$ cat src/rtl/tmds_pkg.sv
// Shared constants for the TMDS channel encoder: symbol width, disparity width,
// control-period symbols and a ones-count helper.
package tmds_pkg;

    localparam int unsigned TMDS_W = 10;
    localparam int unsigned CNT_W  = 5;

    localparam logic [TMDS_W-1:0] CTRL_SYM_00 = 10'b1101010100;
    localparam logic [TMDS_W-1:0] CTRL_SYM_01 = 10'b0010101011;
    localparam logic [TMDS_W-1:0] CTRL_SYM_10 = 10'b0101010100;
    localparam logic [TMDS_W-1:0] CTRL_SYM_11 = 10'b1010101011;

    function automatic logic [3:0] ones8(input logic [7:0] v);
        logic [3:0] n;
        n = '0;
        for (int i = 0; i < 8; i++) begin
            n = n + {3'b000, v[i]};
        end
        return n;
    endfunction

endpackage

$ cat src/rtl/tmds_qm.sv
// Combinational transition-minimising stage: 8-bit d -> q_m[8:0] plus ones(q_m[7:0]).
module tmds_qm
    import tmds_pkg::*;
(
    input  logic [7:0] d,
    output logic [8:0] q_m,
    output logic [3:0] n1
);

    logic [3:0] nd;
    logic       use_xnor;
    logic [7:0] chain;

    always_comb begin
        nd       = ones8(d);
        use_xnor = (nd > 4'd4) || ((nd == 4'd4) && !d[0]);
        chain    = '0;
        chain[0] = d[0];
        for (int i = 1; i < 8; i++) begin
            chain[i] = use_xnor ? ~(chain[i-1] ^ d[i]) : (chain[i-1] ^ d[i]);
        end
        q_m = {~use_xnor, chain};
        n1  = ones8(chain);
    end

endmodule

$ cat src/rtl/tmds_chan_encoder.sv
// One TMDS colour channel: BPC-bit colour in, DC-balanced 10-bit symbol out.
// Define TMDS_ENC_PIPE_EN to register q_m/ones count in an extra stage (latency 3 instead of 2).
module tmds_chan_encoder
    import tmds_pkg::*;
#(
    parameter int unsigned BPC = 5
) (
    input  logic              clk_pix,
    input  logic              rst_pix,
    input  logic              de,
    input  logic [BPC-1:0]    din,
    input  logic [1:0]        ctrl,
    output logic [TMDS_W-1:0] dout
);

    logic [7:0] d_exp;
    logic       de_q;
    logic [1:0] ctrl_q;
    logic [7:0] d_q;
    logic [8:0] qm;
    logic [3:0] n1;

    // MSB replication: the input pattern repeats until 8 bits are filled.
    always_comb begin
        d_exp = '0;
        for (int i = 0; i < 8; i++) begin
            d_exp[7-i] = din[BPC-1-(i % BPC)];
        end
    end

    always_ff @(posedge clk_pix or posedge rst_pix) begin
        if (rst_pix) begin
            de_q   <= 1'b0;
            ctrl_q <= 2'b00;
            d_q    <= '0;
        end else begin
            de_q   <= de;
            ctrl_q <= ctrl;
            d_q    <= d_exp;
        end
    end

    tmds_qm u_qm (
        .d   (d_q),
        .q_m (qm),
        .n1  (n1)
    );

    logic       de_b;
    logic [1:0] ctrl_b;
    logic [8:0] qm_b;
    logic [3:0] n1_b;

`ifdef TMDS_ENC_PIPE_EN
    always_ff @(posedge clk_pix or posedge rst_pix) begin
        if (rst_pix) begin
            de_b   <= 1'b0;
            ctrl_b <= 2'b00;
            qm_b   <= '0;
            n1_b   <= '0;
        end else begin
            de_b   <= de_q;
            ctrl_b <= ctrl_q;
            qm_b   <= qm;
            n1_b   <= n1;
        end
    end
`else
    assign de_b   = de_q;
    assign ctrl_b = ctrl_q;
    assign qm_b   = qm;
    assign n1_b   = n1;
`endif

    logic signed [CNT_W-1:0] cnt_q, cnt_d;
    logic [TMDS_W-1:0]       dout_q, dout_d;
    logic signed [CNT_W:0]   bal, delta, cnt_ext, cnt_sum;

    // One guard bit on the disparity arithmetic; the result always lands in -8..+8.
    always_comb begin
        bal     = $signed({1'b0, n1_b, 1'b0}) - 6'sd8;
        cnt_ext = {cnt_q[CNT_W-1], cnt_q};
        delta   = '0;
        dout_d  = CTRL_SYM_00;
        if (!de_b) begin
            unique case (ctrl_b)
                2'b00:   dout_d = CTRL_SYM_00;
                2'b01:   dout_d = CTRL_SYM_01;
                2'b10:   dout_d = CTRL_SYM_10;
                default: dout_d = CTRL_SYM_11;
            endcase
        end else if ((cnt_q == '0) || (n1_b == 4'd4)) begin
            if (qm_b[8]) begin
                dout_d = {2'b01, qm_b[7:0]};
                delta  = bal;
            end else begin
                dout_d = {2'b10, ~qm_b[7:0]};
                delta  = -bal;
            end
        end else if ((!cnt_q[CNT_W-1] && (n1_b > 4'd4)) || (cnt_q[CNT_W-1] && (n1_b < 4'd4))) begin
            dout_d = {1'b1, qm_b[8], ~qm_b[7:0]};
            delta  = (qm_b[8] ? 6'sd2 : 6'sd0) - bal;
        end else begin
            dout_d = {1'b0, qm_b[8], qm_b[7:0]};
            delta  = (qm_b[8] ? 6'sd0 : -6'sd2) + bal;
        end
        cnt_sum = cnt_ext + delta;
        cnt_d   = de_b ? cnt_sum[CNT_W-1:0] : '0;
    end

    always_ff @(posedge clk_pix or posedge rst_pix) begin
        if (rst_pix) begin
            dout_q <= CTRL_SYM_00;
            cnt_q  <= '0;
        end else begin
            dout_q <= dout_d;
            cnt_q  <= cnt_d;
        end
    end

    assign dout = dout_q;

endmodule
$ cat config.mk
export PLATFORM = sky130hd
export DESIGN_NAME = tmds_chan_encoder
export DESIGN_NICKNAME = d
export VERILOG_FILES = /design/src/rtl/tmds_pkg.sv /design/src/rtl/tmds_qm.sv /design/src/rtl/tmds_chan_encoder.sv
export SDC_FILE = /design/constraint.sdc
export NUM_CORES = 1
export LEC_CHECK = 0
export CAP_MARGIN = 25
export CORE_ASPECT_RATIO = 1.25
export CORE_MARGIN = 1
export CORE_UTILIZATION = 55
export DETAILED_ROUTE_END_ITERATION = 16
export HOLD_SLACK_MARGIN = 0.15
export MAX_ROUTING_LAYER = met4
export PLACE_DENSITY = 0.78
export SYNTH_ARGS = -nofsm -noshare
export SYNTH_HDL_FRONTEND = slang
export SYNTH_SLANG_ARGS = --single-unit
$ cat constraint.sdc
create_clock -name clk_pix -period 9.6 [get_ports clk_pix]
set_input_delay 1.92 -clock clk_pix [delete_from_list [all_inputs] [get_ports clk_pix]]
set_output_delay 1.92 -clock clk_pix [all_outputs]
set_load 0.02 [all_outputs]
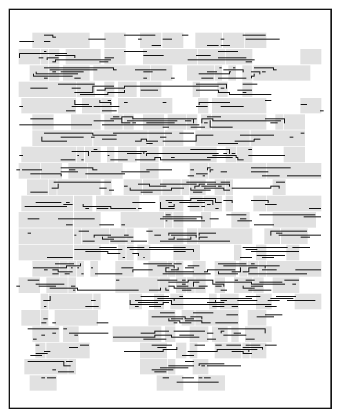
**Above:** M1 wires.
Scale: 6 px per µm.
share of all routed wire = 39%
nets with wire on the layer = 212
wire length on this layer = 1370 µm
routed wire length: 3.529 mm
met1 Use GR: 26.11%
vias post-DR: 1265

==> impl_metrics.env <==
# yosys + openroad results
export IMPL_worst_setup_path_start_kind="flip-flop"
export IMPL_setup_violations=0
export IMPL_worst_slack_ps=775.5
export IMPL_yosysTopAreaCellShare_pct=23.42
export IMPL_rsz0062_at_grt="false"
export IMPL_cp_arrival_ps=9030
export IMPL_ctsResizeCount=0
export IMPL_non_clock_buffer_count=19
export IMPL_overflow=0
export IMPL_synthAoiAreaFrac_pct=12.40
export IMPL_fin_cells=228
export IMPL_antenna_cells=0
export IMPL_min_path_type="reg2reg"
export IMPL_place_inst=224
export IMPL_path_common_cell="fa_1"
export IMPL_timing_fmax_mhz=113.3
export IMPL_synthesis_area_mm2=0.001817
export IMPL_synth_edff_count=0
export IMPL_die_h_um=66.26
export IMPL_slowest_delay_ps=540
export IMPL_comb_area_mm2=0.001141
export IMPL_post_route_period_util_pct=91.92
export IMPL_outcome="finished clean"
export IMPL_clk_share_pct=1.755
export IMPL_drive_above_1_share_pct=9.896
export IMPL_cts_root_buf="clkbuf_4"
export IMPL_core_area_mm2=0.003028
export IMPL_biggestCellCategory="logic gates"
export IMPL_dpl_cell_area_mm2=0.002031
export IMPL_grt_use_total_pct=24.50
export IMPL_cts_buffers=3
export IMPL_hold_violations=0
export IMPL_grt_pass1_vias=1402
export IMPL_io_buffers=19
export IMPL_clock_skew_ps=11.63
export IMPL_holdPathEnd="cnt_q[1]"
export IMPL_synthAdderAreaFrac_pct=26.17
export IMPL_ys_cells=172
export IMPL_path_delay_family="adder cells"
export IMPL_r2r_end="cnt_q[4]"
export IMPL_dr_first_iter_drc_count=27
export IMPL_cts_tree="built"
export IMPL_rows=22
export IMPL_post_drt_wl_per_cell_um=15.48
export IMPL_grt_max_degree=23
export IMPL_netlist_instances=172
export IMPL_tns_ps=0
export IMPL_fillerInstances=240
export IMPL_largest_reg_flops=10
export IMPL_dp_hpwl_mm=2.918
export IMPL_comb_cells=121
export IMPL_synth_net_count=214
export IMPL_synthTopCellsByArea="dfrtp_1, ha_1, fa_1"
export IMPL_worst_path_buf_inv=6
export IMPL_regArea_um2=556.8
export IMPL_drv_cap=0
export IMPL_num_io_pins=20
export IMPL_slowest_stage="dfrtp_1"
export IMPL_antenna_found_initial=0
export IMPL_ys_sh_simple_pct=7.713
export IMPL_tap_cells=36
export IMPL_period_needed_ps=8825
export IMPL_dr_pass1_iters=4
export IMPL_min_path_cells=2
export IMPL_use_met3_pct=6.667
export IMPL_ys_async_sr_fraction_pct=100.0
export IMPL_r2r_slack_ps=780
export IMPL_syn_mean_instance_area_um2=10.56
export IMPL_timing_hold_ws_ps=680.3
export IMPL_wl_met2_mm=1.989
export IMPL_rr_worst_depth=32
export IMPL_dp_slack_ps=753.1
export IMPL_clock_path_buffers=2
export IMPL_path_class="reg2reg"
export IMPL_antenna_left=0
export IMPL_nNetsFinal=235
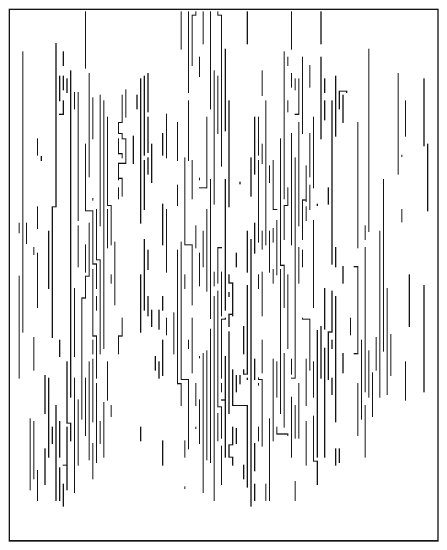
**Above:** met2 routing.
Scale: 8 px per µm.
wire length on this layer = 1990 µm
share of all routed wire = 56%
longest straight run = 40.8 µm
nets with wire on the layer = 206
main direction = vertical
met2 Track Usage GR: 43.75%

